File: config.mk
export PLATFORM = sky130hd
export DESIGN_NAME = present_encryptor_param
export DESIGN_NICKNAME = d
export VERILOG_FILES = /design/src/rtl/present_encryptor_param.sv
export SDC_FILE = /design/constraint.sdc
export NUM_CORES = 1
export LEC_CHECK = 0
export CAP_MARGIN = 20
export CELL_PAD_IN_SITES_DETAIL_PLACEMENT = 0
export CELL_PAD_IN_SITES_GLOBAL_PLACEMENT = 1
export CORE_MARGIN = 10
export CORE_UTILIZATION = 45
export CTS_CLUSTER_DIAMETER = 150
export DETAILED_ROUTE_END_ITERATION = 16
export PLACE_DENSITY = 0.91
export SYNTH_ARGS = -nofsm -noshare
export SYNTH_HDL_FRONTEND = slang
export SYNTH_SLANG_ARGS = --single-unit
File: constraint.sdc
create_clock -name clk_i -period 24 [get_ports clk_i]
set_input_delay 4.8 -clock clk_i [delete_from_list [all_inputs] [get_ports clk_i]]
set_output_delay 4.8 -clock clk_i [all_outputs]
set_load 0.02 [all_outputs]
File: src/rtl/present_encryptor_param.sv
// present_encryptor_param: PRESENT-80/128 block cipher, UNROLL rounds per clock
module present_encryptor_param #(
    parameter int KEY_W  = 80,
    parameter int UNROLL = 1
) (
    input  logic             clk_i,
    input  logic             rst_i,
    input  logic [KEY_W-1:0] data_i,
    input  logic             key_load,
    input  logic             data_load,
    output logic [63:0]      data_o,
    output logic             valid_o,
    output logic             busy_o
);
    // nibble n of the S-box table is S(n)
    localparam logic [63:0] SBOX = 64'h21748FE3DA09B65C;
    // lowest key bit that receives the round counter
    localparam int CPOS = (KEY_W == 80) ? 15 : 62;

    typedef enum logic {IDLE, RUN} state_t;

    state_t           fsm;
    logic [63:0]      st;
    logic [63:0]      nxt_st;
    logic [KEY_W-1:0] mkey;
    logic [KEY_W-1:0] wkey;
    logic [KEY_W-1:0] nxt_key;
    logic [4:0]       cnt;
    logic             last;

    function automatic logic [3:0] sbox(input logic [3:0] x);
        return SBOX[{x, 2'b00} +: 4];
    endfunction

    function automatic logic [63:0] round_f(input logic [63:0] s, input logic [63:0] k);
        logic [63:0] x;
        logic [63:0] p;
        x = s ^ k;
        for (int i = 0; i < 16; i++)
            x[4*i +: 4] = sbox(x[4*i +: 4]);
        for (int i = 0; i < 64; i++)
            p[(i == 63) ? 63 : (i * 16) % 63] = x[i];
        return p;
    endfunction

    function automatic logic [KEY_W-1:0] key_f(input logic [KEY_W-1:0] k, input logic [4:0] rc);
        logic [KEY_W-1:0] r;
        r = (k << 61) | (k >> (KEY_W - 61));
        r[KEY_W-1 -: 4] = sbox(r[KEY_W-1 -: 4]);
        if (KEY_W == 128)
            r[KEY_W-5 -: 4] = sbox(r[KEY_W-5 -: 4]);
        r[CPOS +: 5] = r[CPOS +: 5] ^ rc;
        return r;
    endfunction

    // this cycle's rounds; stages beyond round 31 pass their input through unchanged
    always_comb begin
        nxt_st  = st;
        nxt_key = wkey;
        for (int j = 0; j < UNROLL; j++)
            if ({1'b0, cnt} + 6'(j) <= 6'd31) begin
                nxt_st  = round_f(nxt_st, nxt_key[KEY_W-1 -: 64]);
                nxt_key = key_f(nxt_key, cnt + 5'(j));
            end
    end

    assign last = ({1'b0, cnt} + 6'(UNROLL)) >= 6'd32;

    // control FSM with datapath registers and registered outputs
    always_ff @(posedge clk_i or posedge rst_i) begin
        if (rst_i) begin
            fsm     <= IDLE;
            st      <= '0;
            mkey    <= '0;
            wkey    <= '0;
            cnt     <= '0;
            data_o  <= '0;
            valid_o <= 1'b0;
            busy_o  <= 1'b0;
        end else begin
            valid_o <= 1'b0;
            case (fsm)
                IDLE: begin
                    if (key_load)
                        mkey <= data_i;
                    else if (data_load) begin
                        st     <= data_i[63:0];
                        wkey   <= mkey;
                        cnt    <= 5'd1;
                        busy_o <= 1'b1;
                        fsm    <= RUN;
                    end
                end
                RUN: begin
                    st   <= nxt_st;
                    wkey <= nxt_key;
                    if (last) begin
                        data_o  <= nxt_st ^ nxt_key[KEY_W-1 -: 64];
                        valid_o <= 1'b1;
                        busy_o  <= 1'b0;
                        fsm     <= IDLE;
                    end else
                        cnt <= cnt + 5'(UNROLL);
                end
                default: fsm <= IDLE;
            endcase
        end
    end
endmodule

Fig. 1: run 1, placement view
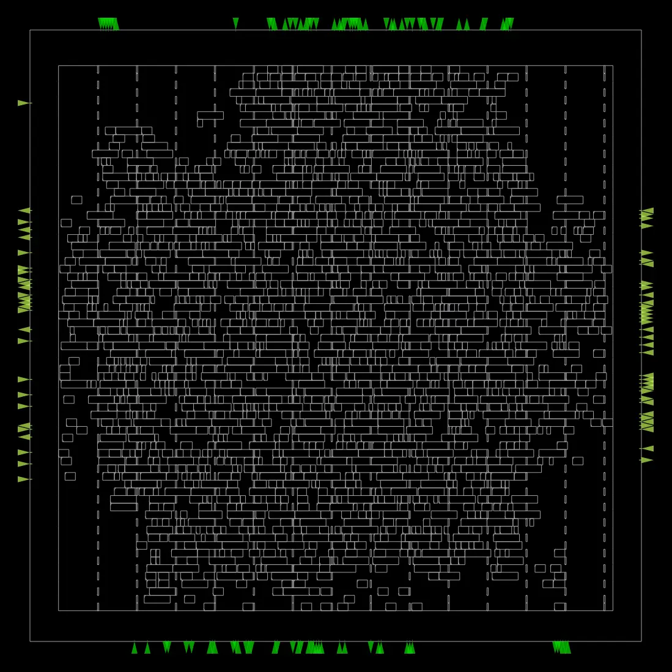
core area: 0.03793 mm^2
Final Non-Filler Cells: 2311
sequential share of cell area: 36.45%
Rows: 71

Fig. 2: run 1, wire density map
Scale: 1.5 px per um. The die is cut into 22 by 22 equal tiles; dark purple is low, yellow is high, scaled to the fullest tile. Values are wire area over tile area, all layers added.
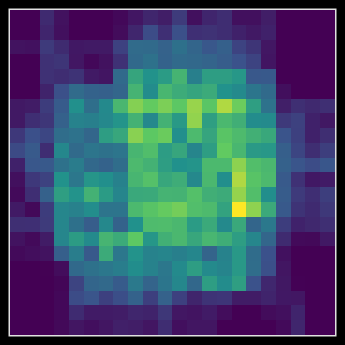
The densest ninth of the die: middle. 16% of the tiles are nearly empty. The fullest tile reaches 0.63. 24% of the tiles are over half the peak.

Fig. 3: run 1, PDN straps and rails
Scale: 2 px per um. Pins as bars on the die edge.
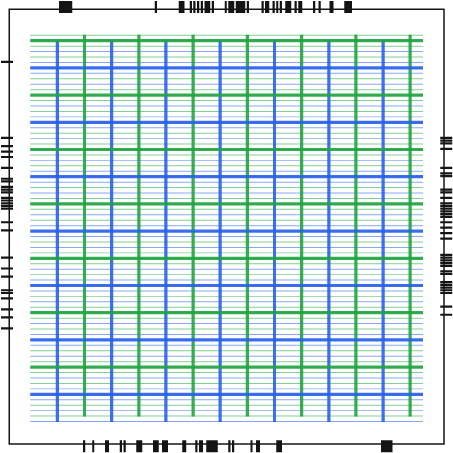
Key: blue = VSS; green = VDD
14 straps on met4. The core has 71 rows.

==> results.py, run 1 <==
# Physical implementation metrics
metrics = {
    "final_timing": {
        "finalCritPeriodShare_pct": 29.67,
        "maxSlewHeadroom_pct": 29.60,
        "hold_viol_final": 0,
        "fin_tns_setup_ns": 0,
        "rsz0062_at_grt": "no",
        "setup_slack_ns": 16.88,
        "fin_crit_ns": 7.121,
        "tightest_slew_ns": 1.054,
        "slew_viol_final": 0,
    },
    "placement": {
        "port_buffers": 149,
        "place_ws_ns": 16.36,
        "dp.cells": 2253,
        "dp_hpwl_um": 37890,
        "gp_congestion": 0.9451,
    },
    "logic_synthesis": {
        "xor_share_pct": 7.601,
        "ys_seq_share_pct": 42.57,
        "edf_count": 0,
        "netlist_area_mm2": 0.01740,
        "muxShareOfSynthArea_pct": 17.86,
        "syn_inst": 1681,
        "top_area_cell": "dfrtp_1",
        "postSynthAreaPerCell_um2": 10.35,
        "synth.top_cell.area_share_pct": 42.57,
        "ys_cells": 1681,
        "yosys_warnings": 0,
        "ys_area_mm2": 0.01740,
        "async_flop_share_pct": 100.0,
        "synth_nets": 1852,
        "ys_types": 41,
        "simple_gate_area_share_pct": 9.291,
    },
    "min_path": {
        "min_from": "data_o[11]",
        "hp-class": "reg2reg",
    },
    "worst_setup_path": {
        "crit_fanout": 51,
        "arrival_ns": 7.52,
        "crit_buf_inv": 2,
        "cp_num_cells": 4,
        "crit_family": "buffers and inverters",
        "cpPeakStageDelay_ns": 0.87,
        "rr_startpoint": "cnt[0]",
        "crit_end": "mkey[0]",
        "crit_path_cell_trace": "clkdlybuf4s50_1, nor2b_4, buf_4, mux2_2",
        "cp-start-kind": "input pin",
        "r2r_slack_ns": 19.91,
        "required_ns": 24.40,
        "startpoint": "key_load",
        "crit_type": "in2reg",
        "rr_endpoint": "data_o[39]",
    },
    "routing": {
        "final_antenna_net_count": 0,
        "top_layer_used": "met5",
        "drc_errors": 0,
        "drtIter0Drc": 1329,
        "route.met2.wl_um": 24730,
        "vias": 13320,
        "m1WireLength_um": 21790,
        "drt_pre_antenna_iters": 7,
        "route.met3.wl_um": 3695,
    },
    "clock_network": {
        "hold_buffers": 0,
        "cts_tree": "done",
        "clkLatencyLatePin_ns": 0.52,
        "path_clk_slew_ns": 0.06,
        "cts_max_level": 2,
        "cts-buffers-inserted": 34,
    },
    "cells_and_area": {
        "layout-drive-gt1-share_pct": 11.11,
        "lay_top_cells": "295 x dfrtp_1, 177 x nand2_1, 149 x clkdlybuf4s50_1",
        "diodes": 0,
        "final_util_pct": 53.60,
    },
    "flow_run": {
        "warning_count": 102,
    },
    "die": {
        "die_area_mm2": 0.04693,
        "fp_util_pct": 45.87,
        "die_w_um": 216.6,
        "die_y_um": 216.6,
        "boundaryPins": 150,
    },
    "global_route": {
        "grt_overflow": 0,
        "antenna_found_initial": 1,
        "grt_pass1_vias": 13200,
        "grtUsageTotal_pct": 22.10,
        "grt_util_met3_pct": 4.359,
        "grtUsageMet2_pct": 35.16,
    },
    "status": {
        "status": "finished, final reports clean",
    },
}
[run 1: synth_stat cells, types with 2 or more instances]
library cell	instances
a211oi_1	83
a21oi_1	114
a22oi_1	19
a31oi_1	16
and2_1	80
and3_1	2
buf_1	6
buf_2	11
buf_6	7
clkbuf_1	76
dfrtp_1	296
ha_1	87
inv_1	69
mux2_2	91
mux2i_1	133
mux4_1	2
mux4_2	31
nand2_1	178
nand2b_1	2
nor2_1	65
nor2b_1	2
nor3_1	16
nor3b_1	3
o21ai_0	79
o21ai_1	21
o22ai_1	28
xnor2_1	106
xor2_1	45
[run 1: state kept, by name, indices dropped and copies added, names as in the netlist]
| name | cells |
|---|---|
| st | 64 |
| data_o | 64 |
| fsm | 1 |
| cnt | 5 |
| mkey | 80 |
| busy_o | 1 |
| valid_o | 1 |
| wkey | 80 |
[run 1: through the flow]
| step | hold slack, ns |
|---|---|
| finish | 0.4769 |
| global route | 0.5062 |
| CTS | 0.4862 |
| detailed placement | 0.4730 |
| global placement | 0.4639 |
| floorplan | 0.4581 |
[run 1: cell families after synthesis]
kind of cell / count (synthesis)
AOI/OAI and AO/OA: 364
and+or+nand+nor: 355
DFF: 296
muxes: 257
buffers and inverters: 171
xor gates and xnor gates: 151
adders and majority gates: 87
[run 1: layout make-up]
cell class | count | area, um^2
Clock buffer | 47 | 980.9
Timing Repair Buffer | 164 | 1637
Multi-Input combinational cell | 1214 | 9315
Inverter | 69 | 266.5
Tap cell | 511 | 639.4
Sequential cell | 296 | 7411
Fill cell | 3350 | 17600
Clock inverter | 10 | 82.58
Fig. 4: run 1, a small window of the routed layout
Window x 83 to 133, y 127 to 177 um. Cells in gray, sequential cells in the stronger gray; small squares are vias.
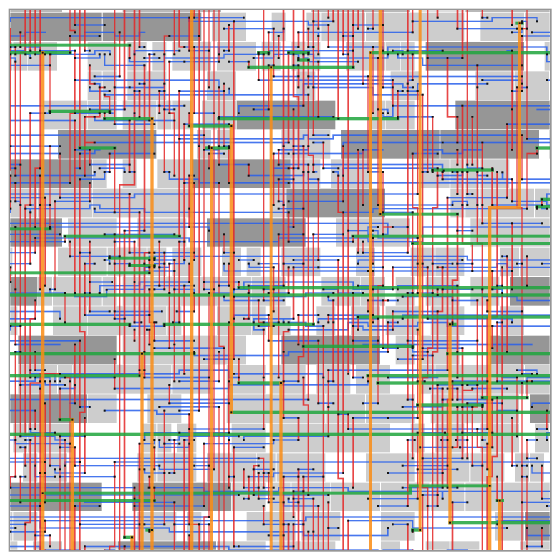

==> run 1 -> run 2 <==
--- a/config.mk
+++ b/config.mk
@@ -9,10 +9,10 @@
 export CELL_PAD_IN_SITES_DETAIL_PLACEMENT = 0
 export CELL_PAD_IN_SITES_GLOBAL_PLACEMENT = 1
 export CORE_MARGIN = 10
-export CORE_UTILIZATION = 45
+export CORE_UTILIZATION = 42
 export CTS_CLUSTER_DIAMETER = 150
 export DETAILED_ROUTE_END_ITERATION = 16
-export PLACE_DENSITY = 0.91
+export PLACE_DENSITY = 0.89
 export SYNTH_ARGS = -nofsm -noshare
 export SYNTH_HDL_FRONTEND = slang
 export SYNTH_SLANG_ARGS = --single-unit
==> constraint.sdc (replaced) <==
create_clock -name clk_i -period 5.9 [get_ports clk_i]
set_input_delay 1.18 -clock clk_i [delete_from_list [all_inputs] [get_ports clk_i]]
set_output_delay 1.18 -clock clk_i [all_outputs]
set_load 0.02 [all_outputs]
Fig. 5: run 2, a small window of the routed layout
Window x 87 to 137, y 131 to 181 um. Cells in gray, sequential cells in the stronger gray; small squares are vias.
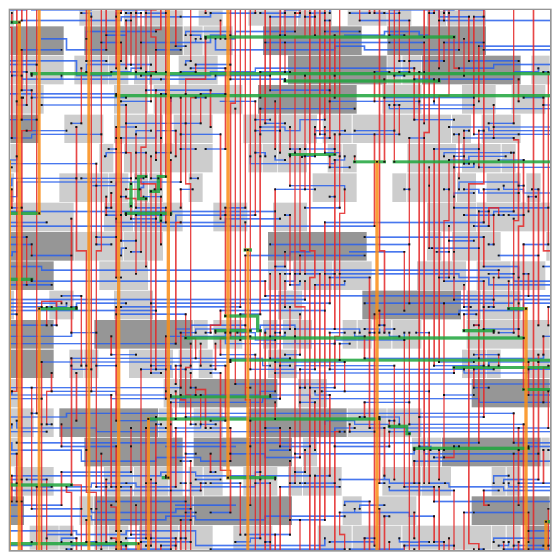
Key: red = metal 2; green = metal 3; blue = metal 1; orange = metal 4
Most frequent: mux2i_1 (24), nand2_1 (22), dfrtp_1 (21). Sequential cells in the window: 21. Netlist names of flops here include `wkey` (13), `st` (7). 161 logic cells have their middle in the window.

Fig. 6: run 2, placement view
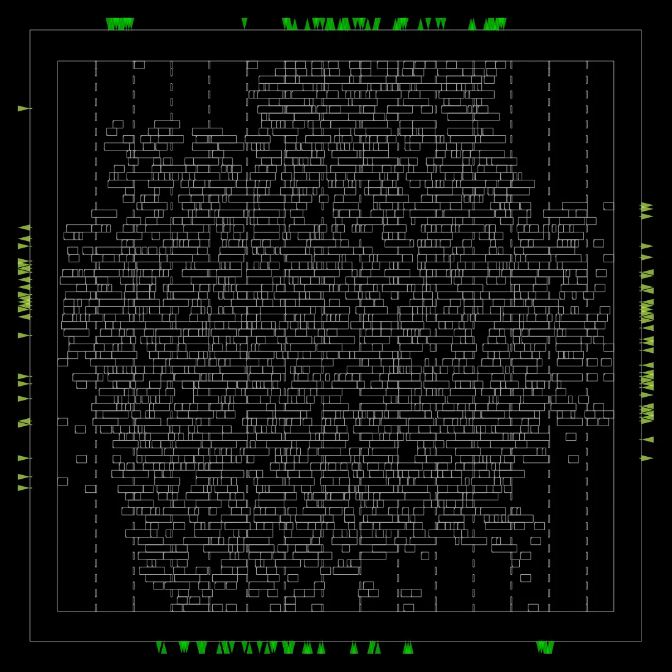
post-layout util: 49.91%
Fillers: 3686

==> results.py, run 2 <==
# Physical implementation metrics
metrics = {
    "worst_setup_path": {
        "cp-start-kind": "flip-flop",
        "cp_num_cells": 9,
        "crit_end": "st[18]",
        "rr_endpoint": "st[18]",
        "arrival_ns": 3.58,
        "crit_buf_inv": 1,
        "r2r_slack_ns": 2.72,
        "cpPeakStageDelay_ns": 0.50,
        "crit_family": "simple AND/OR/NAND/NOR gates",
    },
    "logic_synthesis": {
        "xor_share_pct": 7.601,
        "edf_count": 0,
        "async_flop_share_pct": 100.0,
        "postSynthAreaPerCell_um2": 10.35,
        "syn_inst": 1681,
        "netlist_area_mm2": 0.01740,
        "top_cell": "dfrtp_1",
        "yosys_warnings": 0,
        "synth_nets": 1852,
        "ys_types": 41,
    },
    "die": {
        "std_cell_rows": 74,
        "die_area_mm2": 0.04997,
        "die_y_um": 223.5,
        "boundaryPins": 150,
    },
    "cells_and_area": {
        "lay_top_cells": "295 x dfrtp_1, 177 x nand2_1, 149 x clkdlybuf4s50_1",
    },
    "placement": {
        "gp_congestion": 0.9139,
    },
    "clock_network": {
        "cts_max_level": 2,
        "hold_buffers": 0,
        "cts_tree": "done",
        "path_clk_slew_ns": 0.06,
    },
    "min_path": {
        "hp-class": "reg2reg",
    },
    "final_timing": {
        "slew_viol_final": 0,
        "rsz0062_at_grt": "no",
        "tightest_slew_ns": 0.9737,
    },
    "routing": {
        "drt_pre_antenna_iters": 5,
    },
    "global_route": {
        "grt_pass1_vias": 13220,
        "grtUsageTotal_pct": 21.05,
    },
    "status": {
        "status": "finished, final reports clean",
    },
}
[run 2: cell counts after synthesis]
No cell type changed its count.
[run 2: metrics by stage]
stage | utilization, % | hold slack [ns] | setup slack, ns | area, um^2 | instances
global placement | 47.19 | 0.4657 | 2.300 | 19310 | 2279
CTS | 49.90 | 0.4852 | 2.781 | 20420 | 2339
detailed placement | 47.19 | 0.4728 | 2.209 | 19310 | 2279
global route | 49.90 | 0.5104 | 2.586 | 20420 | 2339
finish | 49.91 | 0.4753 | 2.718 | 20420 | 2340
floorplan | - | 0.4581 | 0.7889 | 17400 | 1681
[run 2: layer usage]
metal / track usage (%) / share of wire, % / vias to the layer above
met2: 33.63 / 47 / 440
met5: 0 / 0.037 / -
li1: - / - / 6068
met3: 4.610 / 6.6 / 100
met1: 26.37 / 41 / 6676
met4: 10.81 / 4.9 / 2
[run 2: cell families after synthesis]
logic type	Yosys count
flip-flops	296
adder cells (fa/ha/maj)	87
multiplexers	257
AND/OR/NAND/NOR	355
AND-OR/OR-AND	364
buffers and inverters	171
XOR/XNOR	151
[run 2: worst reg2reg max path: cells and delay by family, from the launching register on]
family          cells  cell delay, ns
simple gates        4            1.55
fa+ha+maj           2            0.48
flops               1            0.45
buf+inv             1            0.35
compound gates      2            0.22
[run 2: final cells by class]
type	instances	area, um^2
Inverter	69	262.8
Clock buffer	52	1042
Antenna cell	1	2.502
Multi-Input combinational cell	1214	9315
Timing Repair Buffer	168	1659
Sequential cell	296	7411
Fill cell	3686	20500
Clock inverter	8	65.06
Tap cell	532	665.6
